### config.mk
export PLATFORM = sky130hd
export DESIGN_NAME = dmem_arbiter
export DESIGN_NICKNAME = d
export VERILOG_FILES = /design/src/rtl/dmem_arbiter.sv
export SDC_FILE = /design/constraint.sdc
export NUM_CORES = 1
export LEC_CHECK = 0
export CORE_ASPECT_RATIO = 1.4
export CORE_MARGIN = 1.5
export CORE_UTILIZATION = 36
export DETAILED_ROUTE_END_ITERATION = 10
export PLACE_DENSITY_LB_ADDON = 0.08
export SLEW_MARGIN = 20
export SYNTH_ARGS = -nofsm -noshare
export SYNTH_HDL_FRONTEND = slang
export SYNTH_SLANG_ARGS = --single-unit
### constraint.sdc
create_clock -name clk -period 3.01 [get_ports clk]
set_input_delay 0.602 -clock clk [delete_from_list [all_inputs] [get_ports clk]]
set_output_delay 0.602 -clock clk [all_outputs]
set_load 0.01 [all_outputs]
### src/rtl/dmem_arbiter.sv
// Round-robin arbiter sharing a single-ported data memory between requester A and B.
// Each grant performs one memory access and answers with a one-cycle ack and registered data.
module dmem_arbiter #(
  parameter int unsigned RAM_SIZE = 256,
  parameter int unsigned DATA_W   = 32
) (
  input  logic              clk,
  input  logic              reset,
  input  logic              a_req,
  input  logic              a_wr,
  input  logic [31:0]       a_addr,
  input  logic [DATA_W-1:0] a_wdata,
  output logic              a_ack,
  output logic [DATA_W-1:0] a_rdata,
  output logic              a_err,
  input  logic              b_req,
  input  logic              b_wr,
  input  logic [31:0]       b_addr,
  input  logic [DATA_W-1:0] b_wdata,
  output logic              b_ack,
  output logic [DATA_W-1:0] b_rdata,
  output logic              b_err,
  output logic              mem_rd,
  output logic              mem_wr,
  output logic [31:0]       mem_addr,
  output logic [DATA_W-1:0] mem_wdata,
  input  logic [DATA_W-1:0] mem_rdata,
  output logic              busy
);

  typedef enum logic [1:0] {S_IDLE, S_ACCESS, S_RESP} state_e;

  state_e              state_q, state_d;
  logic                owner_q, owner_d;   // 0 = A, 1 = B
  logic                rr_q, rr_d;         // port preferred on a tie
  logic                wr_q, wr_d;
  logic [31:0]         addr_q, addr_d;
  logic [DATA_W-1:0]   wdata_q, wdata_d;
  logic                a_ack_q, a_ack_d, a_err_q, a_err_d;
  logic                b_ack_q, b_ack_d, b_err_q, b_err_d;
  logic [DATA_W-1:0]   a_rdata_q, a_rdata_d, b_rdata_q, b_rdata_d;
  logic                legal;
  logic                grant, grant_b;

  assign legal = (addr_q[1:0] == 2'b00) && ({2'b00, addr_q[31:2]} < RAM_SIZE);

  always_ff @(posedge clk or negedge reset) begin
    if (!reset) begin
      state_q   <= S_IDLE;
      owner_q   <= 1'b0;
      rr_q      <= 1'b0;
      wr_q      <= 1'b0;
      addr_q    <= '0;
      wdata_q   <= '0;
      a_ack_q   <= 1'b0;
      a_err_q   <= 1'b0;
      b_ack_q   <= 1'b0;
      b_err_q   <= 1'b0;
      a_rdata_q <= '0;
      b_rdata_q <= '0;
    end else begin
      state_q   <= state_d;
      owner_q   <= owner_d;
      rr_q      <= rr_d;
      wr_q      <= wr_d;
      addr_q    <= addr_d;
      wdata_q   <= wdata_d;
      a_ack_q   <= a_ack_d;
      a_err_q   <= a_err_d;
      b_ack_q   <= b_ack_d;
      b_err_q   <= b_err_d;
      a_rdata_q <= a_rdata_d;
      b_rdata_q <= b_rdata_d;
    end
  end

  always_comb begin
    state_d   = state_q;
    owner_d   = owner_q;
    rr_d      = rr_q;
    wr_d      = wr_q;
    addr_d    = addr_q;
    wdata_d   = wdata_q;
    a_ack_d   = 1'b0;
    a_err_d   = 1'b0;
    b_ack_d   = 1'b0;
    b_err_d   = 1'b0;
    a_rdata_d = a_rdata_q;
    b_rdata_d = b_rdata_q;
    grant     = 1'b0;
    grant_b   = 1'b0;
    case (state_q)
      S_IDLE: begin
        if (a_req || b_req) begin
          grant   = 1'b1;
          grant_b = (a_req && b_req) ? rr_q : b_req;
        end
      end
      S_ACCESS: begin
        state_d = S_RESP;
        if (!owner_q) begin
          a_ack_d = 1'b1;
          a_err_d = ~legal;
          if (!legal)     a_rdata_d = '0;
          else if (!wr_q) a_rdata_d = mem_rdata;
        end else begin
          b_ack_d = 1'b1;
          b_err_d = ~legal;
          if (!legal)     b_rdata_d = '0;
          else if (!wr_q) b_rdata_d = mem_rdata;
        end
      end
      S_RESP: begin
        // The owner's req is ignored here; only the other port can get a back-to-back grant.
        if (owner_q ? a_req : b_req) begin
          grant   = 1'b1;
          grant_b = ~owner_q;
        end else begin
          state_d = S_IDLE;
        end
      end
      default: state_d = S_IDLE;
    endcase
    if (grant) begin
      state_d = S_ACCESS;
      owner_d = grant_b;
      rr_d    = ~grant_b;
      wr_d    = grant_b ? b_wr    : a_wr;
      addr_d  = grant_b ? b_addr  : a_addr;
      wdata_d = grant_b ? b_wdata : a_wdata;
    end
  end

  assign mem_rd    = (state_q == S_ACCESS) && legal && !wr_q;
  assign mem_wr    = (state_q == S_ACCESS) && legal && wr_q;
  assign mem_addr  = (state_q == S_ACCESS) ? addr_q  : '0;
  assign mem_wdata = (state_q == S_ACCESS) ? wdata_q : '0;
  assign busy      = (state_q != S_IDLE);

  assign a_ack   = a_ack_q;
  assign a_err   = a_err_q;
  assign a_rdata = a_rdata_q;
  assign b_ack   = b_ack_q;
  assign b_err   = b_err_q;
  assign b_rdata = b_rdata_q;

endmodule

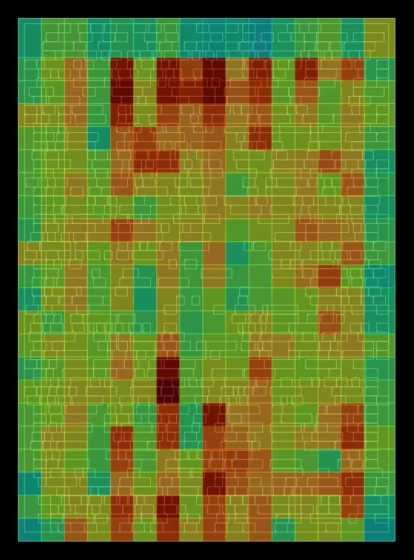
*Congestion heat map*
met2 GRT Util: 39.55%
final core utilization: 59.67%
gr busiest metal: met2
per-cell routed wire length: 19.71 microns
met1 Use GR: 25.90%

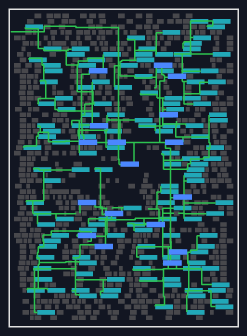
*Clock distribution*
Key: blue = cells driving clock nets [count 17]; cyan = flip-flops [count 137]; green = clock wires [length 1870 microns]
Position of the flops: all over the die.

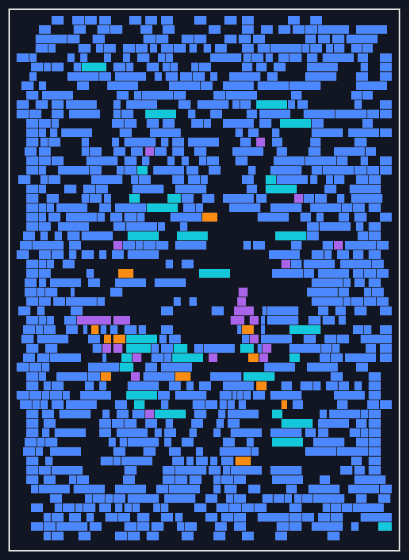
*Sizing map*
Key: cyan = drive 6 and up [cells 31, share 3.8%, most used clkbuf_16]; blue = drive 1 or less [cells 747, share 92%, most used clkdlybuf4s50_1]; purple = drive 3 to 4 [cells 22, share 2.7%, most used buf_4]; orange = drive 2 [cells 12, share 1.5%, most used nor4_2]
Buffers, non-clock: 317
post-route cell area: 9910 sq um

==> Changelog: implementation <==
### Physical design

- Status: complete, no violations
- Commonest Layout Cell: clkdlybuf4s50_1
- DP Worst Slack: 0.3244 ns
- Detail Route met3 WL: 1.319 mm
- Clk_lat worst skew: 0.42 ns
- Die height: 156.6 microns
- Final Setup Violations: 0
- Most frequent cells after synthesis: dfrtp_1 (137), and2_1 (129), a221o_1 (65)
- Area share, top type: 56.48%
- Reg-to-reg critical path startpoint: state_q[1]$_DFFE_PN0P_
- Initial DRC Count: 294
- Gr ovfl total: 0
- Mux cell area share: 0%
- Tool warnings: 26
- Commonest flop: dfrtp_1
- Worst-Margin Slew: 0.7212 ns
- Switching share of power: 35.14%
- PD cells: 798.8 nW/um^2
- Final setup margin: 0.1080 ns
- H-tree level count: 4
- Dpl cell area: 9308 sq um
- R2R setup slack: 0.95 ns
- Critical Path End: mem_rd
- HPWL Detailed: 14.15 mm
- M1 wire length: 7.611 mm
- Worst endpoint required time: 2.41 ns
- Vias per cell: 5.287
- Non-clock buffer share: 31.89%
Power and IR drop assume default switching activity.
